$ cat src/rtl/fb_pkg.sv
// Shared constants, colours and FSM encoding for the frame-buffer rectangle painter.
package fb_pkg;

    localparam int unsigned SCREEN_X = 176;
    localparam int unsigned SCREEN_Y = 120;
    localparam int unsigned AW       = 15;
    localparam int unsigned DW       = 3;

    localparam int unsigned MAX_ADDR = SCREEN_X * SCREEN_Y - 1;

    // RGB 111: bit2 R, bit1 G, bit0 B
    localparam logic [DW-1:0] RED   = 3'b100;
    localparam logic [DW-1:0] GREEN = 3'b010;
    localparam logic [DW-1:0] BLUE  = 3'b001;
    localparam logic [DW-1:0] BLACK = 3'b000;

    typedef enum logic [1:0] {
        StIdle,
        StSetup,
        StWrite,
        StDone
    } fb_state_e;

    // 176 = 128 + 32 + 16, so the row base needs only three shifted adds.
    function automatic logic [AW-1:0] row_base_of(input logic [6:0] y);
        return AW'({y, 7'b0}) + AW'({y, 5'b0}) + AW'({y, 4'b0});
    endfunction

endpackage

$ cat src/rtl/fb_rect_writer_if.sv
// Request handshake plus frame-buffer write port of the rectangle painter.
interface fb_rect_writer_if;
    import fb_pkg::*;

    logic          req_valid;
    logic          req_ready;
    logic [7:0]    req_x;
    logic [6:0]    req_y;
    logic [7:0]    req_w;
    logic [6:0]    req_h;
    logic [DW-1:0] req_color;

    logic [AW-1:0] mem_px_addr;
    logic [DW-1:0] mem_px_data;
    logic          px_wr;
    logic          busy;
    logic          done;

    modport master (
        output req_valid, req_x, req_y, req_w, req_h, req_color,
        input  req_ready, mem_px_addr, mem_px_data, px_wr, busy, done
    );

    modport slave (
        input  req_valid, req_x, req_y, req_w, req_h, req_color,
        output req_ready, mem_px_addr, mem_px_data, px_wr, busy, done
    );

endinterface

$ cat src/rtl/fb_rect_clip.sv
// Clips a latched rectangle to the playfield; exclusive end coordinates plus empty flag.
module fb_rect_clip
    import fb_pkg::*;
(
    input  logic [7:0] x_i,
    input  logic [6:0] y_i,
    input  logic [7:0] w_i,
    input  logic [6:0] h_i,
    output logic [7:0] x_end_o,
    output logic [6:0] y_end_o,
    output logic       zero_area_o
);

    logic [8:0] x_sum;
    logic [7:0] y_sum;

    always_comb begin
        // Widened sums so an oversize w/h cannot wrap back into the screen.
        x_sum = {1'b0, x_i} + {1'b0, w_i};
        y_sum = {1'b0, y_i} + {1'b0, h_i};

        x_end_o = (x_sum > 9'(SCREEN_X)) ? 8'(SCREEN_X) : x_sum[7:0];
        y_end_o = (y_sum > 8'(SCREEN_Y)) ? 7'(SCREEN_Y) : y_sum[6:0];

        zero_area_o = (w_i == 8'd0) || (h_i == 7'd0) ||
                      ({1'b0, x_i} >= 9'(SCREEN_X)) ||
                      ({1'b0, y_i} >= 8'(SCREEN_Y));
    end

endmodule

$ cat src/rtl/fb_rect_writer.sv
// Rectangle painter: latches a request, clips it, then streams one pixel write per clock.
module fb_rect_writer
    import fb_pkg::*;
(
    input  logic             clk,
    input  logic             rst,
    fb_rect_writer_if.slave  bus
);

    fb_state_e     state_q;
    logic [7:0]    x_q;
    logic [6:0]    y_q;
    logic [7:0]    w_q;
    logic [6:0]    h_q;
    logic [DW-1:0] color_q;

    logic [7:0]    x_last_q;
    logic [6:0]    y_last_q;
    logic [7:0]    col_q;
    logic [6:0]    row_q;
    logic [AW-1:0] row_base_q;

    logic [AW-1:0] addr_q;
    logic [DW-1:0] data_q;
    logic          wr_q;
    logic          done_q;
    logic          busy_q;
    logic          ready_q;

    logic [7:0]    x_end;
    logic [6:0]    y_end;
    logic          zero_area;

    logic [AW-1:0] row_base_d;
    logic [AW-1:0] next_row_base;
    logic [7:0]    col_d;
    logic [6:0]    row_d;

    fb_rect_clip u_clip (
        .x_i        (x_q),
        .y_i        (y_q),
        .w_i        (w_q),
        .h_i        (h_q),
        .x_end_o    (x_end),
        .y_end_o    (y_end),
        .zero_area_o(zero_area)
    );

    always_comb begin
        row_base_d    = row_base_of(y_q);
        next_row_base = row_base_q + AW'(SCREEN_X);
        col_d         = col_q + 8'd1;
        row_d         = row_q + 7'd1;
    end

    always_ff @(posedge clk) begin
        if (!rst) begin
            state_q    <= StIdle;
            x_q        <= '0;
            y_q        <= '0;
            w_q        <= '0;
            h_q        <= '0;
            color_q    <= '0;
            x_last_q   <= '0;
            y_last_q   <= '0;
            col_q      <= '0;
            row_q      <= '0;
            row_base_q <= '0;
            addr_q     <= '0;
            data_q     <= '0;
            wr_q       <= 1'b0;
            done_q     <= 1'b0;
            busy_q     <= 1'b0;
            ready_q    <= 1'b1;
        end else begin
            unique case (state_q)
                StIdle: begin
                    if (bus.req_valid) begin
                        x_q     <= bus.req_x;
                        y_q     <= bus.req_y;
                        w_q     <= bus.req_w;
                        h_q     <= bus.req_h;
                        color_q <= bus.req_color;
                        ready_q <= 1'b0;
                        busy_q  <= 1'b1;
                        state_q <= StSetup;
                    end
                end
                StSetup: begin
                    if (zero_area) begin
                        done_q  <= 1'b1;
                        state_q <= StDone;
                    end else begin
                        // First pixel is emitted here so writes start the cycle after setup.
                        x_last_q   <= x_end - 8'd1;
                        y_last_q   <= y_end - 7'd1;
                        col_q      <= x_q;
                        row_q      <= y_q;
                        row_base_q <= row_base_d;
                        addr_q     <= row_base_d + AW'(x_q);
                        data_q     <= color_q;
                        wr_q       <= 1'b1;
                        state_q    <= StWrite;
                    end
                end
                StWrite: begin
                    if (col_q == x_last_q) begin
                        if (row_q == y_last_q) begin
                            wr_q    <= 1'b0;
                            done_q  <= 1'b1;
                            state_q <= StDone;
                        end else begin
                            col_q      <= x_q;
                            row_q      <= row_d;
                            row_base_q <= next_row_base;
                            addr_q     <= next_row_base + AW'(x_q);
                        end
                    end else begin
                        col_q  <= col_d;
                        addr_q <= row_base_q + AW'(col_d);
                    end
                end
                StDone: begin
                    done_q  <= 1'b0;
                    busy_q  <= 1'b0;
                    ready_q <= 1'b1;
                    state_q <= StIdle;
                end
                default: begin
                    state_q <= StIdle;
                end
            endcase
        end
    end

    assign bus.req_ready   = ready_q;
    assign bus.busy        = busy_q;
    assign bus.done        = done_q;
    assign bus.px_wr       = wr_q;
    assign bus.mem_px_addr = addr_q;
    assign bus.mem_px_data = data_q;

endmodule

$ cat src/flat_wrapper.sv
// flat-port wrapper written by rule: the top's interface ports become plain ports
module fb_rect_writer_flat import fb_pkg::*;
  (clk, rst, bus_req_valid, bus_req_x, bus_req_y, bus_req_w, bus_req_h, bus_req_color, bus_req_ready, bus_mem_px_addr, bus_mem_px_data, bus_px_wr, bus_busy, bus_done);
  fb_rect_writer_if bus_i ();
  input  logic clk;
  input  logic rst;
  input wire logic [$bits(bus_i.req_valid)-1:0] bus_req_valid;
  input wire logic [$bits(bus_i.req_x)-1:0] bus_req_x;
  input wire logic [$bits(bus_i.req_y)-1:0] bus_req_y;
  input wire logic [$bits(bus_i.req_w)-1:0] bus_req_w;
  input wire logic [$bits(bus_i.req_h)-1:0] bus_req_h;
  input wire logic [$bits(bus_i.req_color)-1:0] bus_req_color;
  output wire logic [$bits(bus_i.req_ready)-1:0] bus_req_ready;
  output wire logic [$bits(bus_i.mem_px_addr)-1:0] bus_mem_px_addr;
  output wire logic [$bits(bus_i.mem_px_data)-1:0] bus_mem_px_data;
  output wire logic [$bits(bus_i.px_wr)-1:0] bus_px_wr;
  output wire logic [$bits(bus_i.busy)-1:0] bus_busy;
  output wire logic [$bits(bus_i.done)-1:0] bus_done;
  assign bus_i.req_valid = bus_req_valid;
  assign bus_i.req_x = bus_req_x;
  assign bus_i.req_y = bus_req_y;
  assign bus_i.req_w = bus_req_w;
  assign bus_i.req_h = bus_req_h;
  assign bus_i.req_color = bus_req_color;
  assign bus_req_ready = bus_i.req_ready;
  assign bus_mem_px_addr = bus_i.mem_px_addr;
  assign bus_mem_px_data = bus_i.mem_px_data;
  assign bus_px_wr = bus_i.px_wr;
  assign bus_busy = bus_i.busy;
  assign bus_done = bus_i.done;
  fb_rect_writer u_core (.clk(clk), .rst(rst), .bus(bus_i));
endmodule
$ cat config.mk
export PLATFORM = sky130hd
export DESIGN_NAME = fb_rect_writer_flat
export DESIGN_NICKNAME = d
export VERILOG_FILES = /design/src/rtl/fb_pkg.sv /design/src/rtl/fb_rect_writer_if.sv /design/src/rtl/fb_rect_clip.sv /design/src/rtl/fb_rect_writer.sv /design/src/flat_wrapper.sv
export SDC_FILE = /design/constraint.sdc
export NUM_CORES = 1
export LEC_CHECK = 0
export ABC_AREA = 0
export CORE_ASPECT_RATIO = 2
export CORE_MARGIN = 2
export CORE_UTILIZATION = 55
export CTS_BUF_LIST = sky130_fd_sc_hd__clkbuf_4 sky130_fd_sc_hd__clkbuf_8 sky130_fd_sc_hd__clkbuf_16
export CTS_CLUSTER_SIZE = 40
export DETAILED_ROUTE_END_ITERATION = 8
export PLACE_DENSITY = 0.75
export SLEW_MARGIN = 0
export SYNTH_ARGS = -nofsm -noshare
export SYNTH_HDL_FRONTEND = slang
export SYNTH_HIERARCHICAL = 1
export SYNTH_SLANG_ARGS = --single-unit
$ cat constraint.sdc
create_clock -name clk -period 5.1 [get_ports clk]
set_clock_uncertainty 0.1 [all_clocks]
set_input_delay 0.51 -clock clk [delete_from_list [all_inputs] [get_ports clk]]
set_output_delay 0.51 -clock clk [all_outputs]
set_load 0.03 [all_outputs]
### Pin map, run 1

Scale: 3 px per micron. Pins as bars across the die edge, other pins in grey.
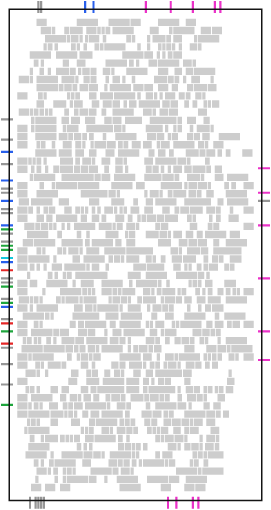
| port | colour | pins | direction | edge |
|---|---|---|---|---|
| bus_done | cyan | 1 | output | left |
| bus_req_color | red | 3 | input | left |
| bus_mem_px_addr | magenta | 15 | output | 6 right, 5 top, 4 bottom |
| bus_req_y | green | 7 | input | left |
| bus_req_x | blue | 8 | input | 6 left, 2 top |
all pins by edge: 33 left, 9 top, 9 bottom, 7 right
IO Port Bufs: 57
die width: 83.63 microns
die height: 163.3 microns

### Wiring by layer, run 1

Scale: 2 px per micron. Only two layers are drawn.
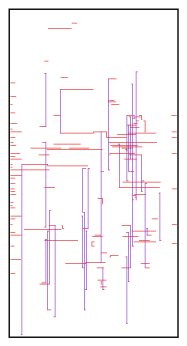
| layer | colour | wire length |
|---|---|---|
| metal 4 | purple | 1010 microns |
| metal 3 | red | 682 microns |
routed len/inst: 17.07 microns
GRT Total Usage: 27.15%
final wirelength: 18480 microns
routed vias: 6664

==> out/qor.yml, run 1 <==
rsz0062_at_grt: "false"
gp_congestion: 0.9032
hold_path.class: "reg -> reg"
regArea_sq_um: 1942
vdd_drop_max_uv: 430.3
worstSetupEndpointType: "register"
combGateArea_sq_um: 4701
worst_pin_slew_ps: 1124
hold_viol: 0
yosysWarnings: 6
antenna_left: 0
drv_slew: 0
place_hpwl_microns: 13910
synthArstFlopShare_pct: 0
edf_count: 0
synth.avg_cell_area_sq_um: 7.758
post-place-ws_ps: 1475
insertion_delay_ps: 350
timing.rr.end: "u_core/y_last_q[6]$_SDFFE_PN0P_"
clock_sink_count: 97
critical_path_cell_count: 15
n_antenna_cell: 0
tritoncts: "yes"
row_count: 58
ys.flop_type: "dfxtp_1"
p_total_w: 0.004525
synth_nets: 990
finalSetupViolCount: 0
arrival_ps: 3830
ctsHoldBuffers: 0
grt_first_pass_wirelength_microns: 29970
fillers: 1155
reg2reg_from: "u_core/y_q[0]$_SDFFE_PN0P_"
initialDrtViolationCount: 380
endpoint: "u_core/y_last_q[6]$_SDFFE_PN0P_"
path_buffers: 2
drv_cap: 0
ys_chip_area_sq_um: 6974
totalNegativeSetupSlack_ps: 0
worstSetupPathType: "reg -> reg"
ctsHtreeMaxLevel: 3
layout_top_cells: "131 x nand2_1, 97 x dfxtp_1, 92 x a21oi_1"
drt_first_pass_iters: 5
status: "complete, no violations"
yosysUniqueCellTypes: 79
yosys_cells: 899
drcViolationCount: 0
worstPathRequired_ps: 5270
finalCritPeriodShare_pct: 71.81
cp_slowest_cell: "nor4b_1"
clock_path_buffers: 2
chip_area_sq_um: 13650
fin_hold_ws_ps: 357.9
cp_max_fo: 6
p_per_area_nw_per_um2: 570.8
fin_crit_ps: 3662
io_pins: 58
syn2layout_area_growth_pct: 13.67
drive_gt1_share_pct: 5.573
coreArea_sq_um: 12480
slowest_delay_ps: 510
### Logic cells by family, run 1

Scale: 3 px per micron.
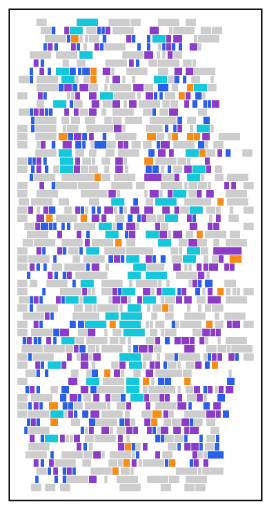
| family | colour | cells | most used |
|---|---|---|---|
| aoi and oai cells | purple | 223 | a21oi_1 |
| and/or cells | orange | 35 | and3_1 |
| fa/ha/maj cells | cyan | 55 | ha_1 |
| nand cells | blue | 185 | nand2_1 |
non-filler cells, final: 1083
Commonest Layout Cell: nand2_1
combinational share of cell area: 59.30%

### The metal 4 layer, run 1

Scale: 3 px per micron.
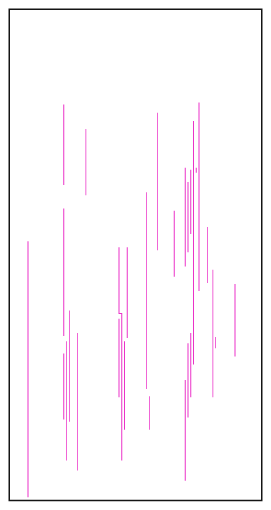
nets with wire on the layer: 27
longest straight run: 85.0 microns
main direction: vertical
wire length on this layer: 1010 microns
share of all routed wire: 5.5%

-- run 1: logic make-up (layout without fill, tap and decap cells) --
| kind of cell | after synthesis | in the layout | share of synthesized area (%) |
|---|---|---|---|
| AOI/OAI and AO/OA | 260 | 260 | 24.61 |
| muxes | 7 | 7 | 1.023 |
| DFF | 97 | 97 | 27.84 |
| buffers and inverters | 84 | 118 | 4.790 |
| other | 1 | 1 | 0.05377 |
| adders and majority gates | 55 | 55 | 10.73 |
| and+or+nand+nor | 328 | 328 | 22.32 |
| xor gates and xnor gates | 67 | 67 | 8.629 |
-- run 1: synth_stat cells (all sizes together) (8+ instances only) --
| master | n |
|---|---|
| nand2 | 132 |
| dfxtp | 97 |
| a21oi | 95 |
| nor2 | 75 |
| ha | 47 |
| xnor2 | 39 |
| inv | 38 |
| o21ai | 35 |
| clkbuf | 32 |
| a211oi | 29 |
| xor2 | 28 |
| nand3 | 23 |
| nor3 | 17 |
| buf | 14 |
| nand2b | 14 |
| a31oi | 13 |
| a21o | 11 |
| and3 | 11 |
| o211ai | 11 |
| o22ai | 9 |
| fa | 8 |
| nand4 | 8 |
| nor2b | 8 |
-- run 1: tightest hold or removal path: stages, from the launching register on --
cell and delay (ps):
dfxtp_1 310, nand2_1 50, a21oi_1 50
-- run 1: state kept, by name, indices dropped and copies added, names as in the netlist, 8 cells and up --
register and count:
u_core/w_q 8, u_core/x_q 8, u_core/x_last_q 8, u_core/bus.mem_px_addr 14
u_core/row_base_q 11, u_core/col_q 8
-- run 1: per-layer routing --
metal  GRT usage [%]  part of all wire [%]  vias to the layer above
met5               0                     0                        -
met4           16.79                   5.4                        0
met3           3.436                   3.7                       62
met2           51.38                    53                      208
met1           27.64                    37                     3118
li1                -                     -                     3276
-- run 1: worst min-delay path by stage --
stage                                               from                                     end  slack, ps  depth (start not counted)
after CTS                 u_core/color_q[1]$_SDFFE_PN0P_          u_core/color_q[1]$_SDFFE_PN0P_        360                          2
after global routing      u_core/color_q[1]$_SDFFE_PN0P_          u_core/color_q[1]$_SDFFE_PN0P_        370                          2
final                     u_core/color_q[2]$_SDFFE_PN0P_          u_core/color_q[2]$_SDFFE_PN0P_        360                          2
after detailed placement  u_core/color_q[1]$_SDFFE_PN0P_          u_core/color_q[1]$_SDFFE_PN0P_        350                          2
after floorplan           u_core/color_q[0]$_SDFFE_PN0P_  u_core/bus.mem_px_data[0]$_SDFFE_PN0P_        330                          2
after global placement    u_core/color_q[1]$_SDFFE_PN0P_          u_core/color_q[1]$_SDFFE_PN0P_        340                          2
-- run 1: cell type report --
cell class	instances	share of cell area, %
Clock buffer	10	2.936
Clock inverter	6	1.247
Inverter	38	1.799
Multi-Input combinational cell	718	59.30
Sequential cell	97	24.49
Tap cell	150	2.367
Timing Repair Buffer	64	7.860
-- run 1: stage by stage --
stage,cells,cell area [sq um],utilization (%)
after floorplan,899,6974,-
after global placement,1067,7596,60.86
after detailed placement,1067,7596,60.86
after CTS,1083,7928,63.51
after global routing,1083,7928,63.51
final,1083,7928,63.51
-- run 1: where the power goes --
part	leakage, nW	internal, W	switching (W)
Combinational	2.23	0.000974	0.00160
Clock	0.161	0.000445	0.000320
Sequential	0.793	0.000953	0.000235
Total	3.18	0.00237	0.00215
==> run 2, diff against run 1 <==
- clock period: 5.1 -> 3.7 ns (I/O delays scaled with it)
### Wiring by layer, run 2

Scale: 2 px per micron. Only two layers are drawn.
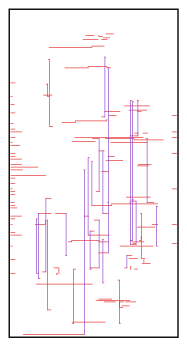
| layer | colour | wire length |
|---|---|---|
| metal 3 | red | 727 microns |
| metal 4 | purple | 898 microns |
GRT Total Usage: 27.39%
routed len/inst: 16.69 microns
final wirelength: 18340 microns
routed vias: 6629

==> out/qor.yml, run 2 <==
worstPathRequired_ps: 3860  # -1410 ps
drv_slew: 0  # unchanged
synth_top_area_share_pct: 27.84
drv_cap: 0  # unchanged
netlist_area_sq_um: 6974
initialDrtViolationCount: 383  # +0.79%
hold_path.class: "reg -> reg"
cp_max_fo: 6  # unchanged
hold_path_depth: 2  # unchanged
worst_pin_slew_ps: 1085  # -39.10 ps
most_common_cell: "nand2_1"
grt_start_max_net_pins: 35
n_antenna_cell: 0  # unchanged
chip_area_sq_um: 13650  # unchanged
synthArstFlopShare_pct: 0  # unchanged
slew-limit-headroom_pct: 27.51
die_y_microns: 163.3  # unchanged
postSynthSeqShare_pct: 27.84
post-route-util_pct: 64.23  # +0.72 points
p_per_area_nw_per_um2: 769.6  # +35%
clk_pin_slew_worst_paths_ps: 70
timing.fmax_mhz: 296.1
min_to: "u_core/color_q[0]$_SDFFE_PN0P_"
largest_register_ffs: 14  # unchanged
synth_cells: 899
status: "complete, no violations"
insertion_delay_ps: 350  # about the same
reg2reg_depth: 15
fin_hold_ws_ps: 360.1  # +2.152 ps
worstSetupPathType: "reg -> reg"
totalNegativeSetupSlack_ps: 0  # unchanged
cts_setup_buffers: 0
place_hpwl_microns: 13870  # -0.23%
layout_top_cell: "nand2_1"
hold_start: "u_core/color_q[0]$_SDFFE_PN0P_"
antenna_found_initial: 0
clock_sink_count: 97  # unchanged
fin_crit_ps: 3378  # -284.6 ps
grt_first_pass_wirelength_microns: 30240  # +0.90%
drcViolationCount: 0  # unchanged
reg2reg_from: "u_core/y_q[0]$_SDFFE_PN0P_"
warnings: 29
hold_viol: 0  # unchanged
yosysUniqueCellTypes: 79  # unchanged
rsz0062_at_grt: "false"
drt_first_pass_iters: 5  # unchanged
ctsHtreeMaxLevel: 3  # unchanged
power.leakage_nw: 3.243
row_count: 58  # unchanged
tritoncts: "yes"
cts_buffers: 9
gp_congestion: 0.9194  # +1.8%
layout_top_cells: "131 x nand2_1, 96 x dfxtp_1, 92 x a21oi_1"
fillers: 1121  # -2.9%
drive_gt1_share_pct: 7.376  # +1.8 points
synth_top_cell_by_area: "dfxtp_1"
fp-utilization_pct: 55.87
vias_per_cell: 6.032
io_pins: 58  # unchanged
grt_pass1_vias: 6465
finalSetupViolCount: 0  # unchanged
finalCritPeriodShare_pct: 91.29  # +19 points
p_total_w: 0.006170  # +36%
io_buffers: 57  # unchanged
synthTopCellsByArea: "dfxtp_1 28%, ha_1 8.4%, nand2_1 7.1%, a21oi_1 6.6%, xnor2_1 4.6%"
synth.avg_cell_area_sq_um: 7.758  # unchanged
vdd_drop_max_uv: 433.7  # +0.80%
nets: 1035
die_x_microns: 83.63  # unchanged
yosysWarnings: 6  # unchanged
ys_chip_area_sq_um: 6974  # unchanged
edf_count: 0  # unchanged
timing.rr.end: "u_core/y_last_q[6]$_SDFFE_PN0P_"
synth_flop_count: 97
clock_path_buffers: 2  # unchanged
antenna_left: 0  # unchanged
gr-total-overflow: 0
syn2layout_area_growth_pct: 14.96
synth.top_cells.by_count: "131 x nand2_1, 97 x dfxtp_1, 92 x a21oi_1"
arrival_ps: 3540  # -290 ps
cp-start-kind: "register"
coreArea_sq_um: 12480  # unchanged
root_buffer: "clkbuf_16"
yosys_cells: 899  # unchanged
reg2reg_slack_ps: 320
worstSetupEndpointType: "register"
synth_nets: 990  # unchanged
ys.flop_type: "dfxtp_1"
### Pin map, run 2

Scale: 3 px per micron. Pins as bars across the die edge, other pins in grey.
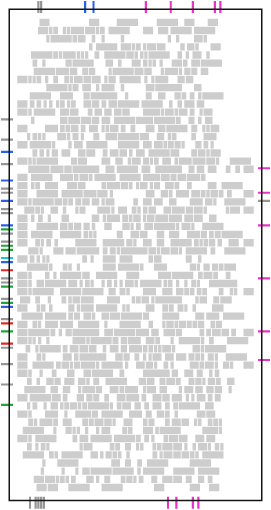
| port | colour | pins | direction | edge |
|---|---|---|---|---|
| bus_req_x | blue | 8 | input | 6 left, 2 top |
| bus_mem_px_addr | magenta | 15 | output | 6 right, 5 top, 4 bottom |
| bus_req_color | red | 3 | input | left |
| bus_done | cyan | 1 | output | left |
| bus_req_y | green | 7 | input | left |
all pins by edge: 33 left, 9 top, 9 bottom, 7 right

-- run 2: cell families after synthesis --
| kind of cell | synth area share [%] |
|---|---|
| buffers and inverters | 4.790 |
| DFF | 27.84 |
| AOI/OAI and AO/OA | 24.61 |
| xor gates and xnor gates | 8.629 |
| muxes | 1.023 |
| and+or+nand+nor | 22.32 |
| adders and majority gates | 10.73 |
| other | 0.05377 |
-- run 2: layout make-up --
class	instances	area, sq um	share of cell area [%]
multi-input combinational	718	4708	58.72
sequential	97	1943	24.24
timing repair buffer	80	743.2	9.270
clock buffer	10	239.0	2.981
tap	150	187.7	2.341
inverter	38	142.6	1.779
clock inverter	6	53.80	0.6710
-- run 2: per-layer routing --
layer  wire length, microns  global-route usage, %  vias to the layer above  part of all wire [%]
li1                       -                      -                     3288                     -
met1                   6752                  27.95                     3077                    37
met2                   9963                  51.71                      201                    54
met3                    727                  4.396                       63                   4.0
met4                    898                  15.69                        0                   4.9
met5                      0                      0                        -                     0
-- run 2: timing repair --
action,4_1_cts,5_1_grt
hold buffers,0,0
resized,0,3
setup endpoints to repair,0,3
-- run 2: worst max-delay path by stage --
stage,to,from
floorplan,u_core/y_last_q[6]$_SDFFE_PN0P_,u_core/y_q[0]$_SDFFE_PN0P_
global placement,u_core/y_last_q[6]$_SDFFE_PN0P_,u_core/y_q[0]$_SDFFE_PN0P_
detailed placement,u_core/y_last_q[6]$_SDFFE_PN0P_,u_core/y_q[0]$_SDFFE_PN0P_
CTS,u_core/y_last_q[6]$_SDFFE_PN0P_,u_core/y_q[0]$_SDFFE_PN0P_
global route,u_core/y_last_q[6]$_SDFFE_PN0P_,u_core/y_q[0]$_SDFFE_PN0P_
finish,u_core/y_last_q[6]$_SDFFE_PN0P_,u_core/y_q[0]$_SDFFE_PN0P_
-- run 2: critical path, cell delays in order (launching register included) --
cell      delay, ps
dfxtp_2         380
ha_1            190
inv_1            50
fa_1            390
nand2b_1        210
a21o_1          170
a211oi_1        320
nor4b_2         120
a211oi_1        400
inv_1            90
ha_1            210
nand2b_1        100
nand2b_1        130
nor2_1           50
xnor2_1         130
a211oi_1        240
-- run 2: power breakdown --
part / switching [W] / internal (W)
Clock: 0.000442 / 0.000488
Combinational: 0.00224 / 0.00139
Sequential: 0.000291 / 0.00131
Total: 0.00297 / 0.00320
-- run 2: metrics by stage --
step	worst slack [ps]	instance area [sq um]	std cells
3_5_place_dp	149.6	7716	1083
6_report	322.4	8018	1099
2_1_floorplan	538.0	6974	899
5_1_grt	23.54	8018	1099
4_1_cts	123.4	8009	1099
3_3_place_gp	348.5	7716	1083
No activity file was given, so power comes from the tool's default toggle rates.
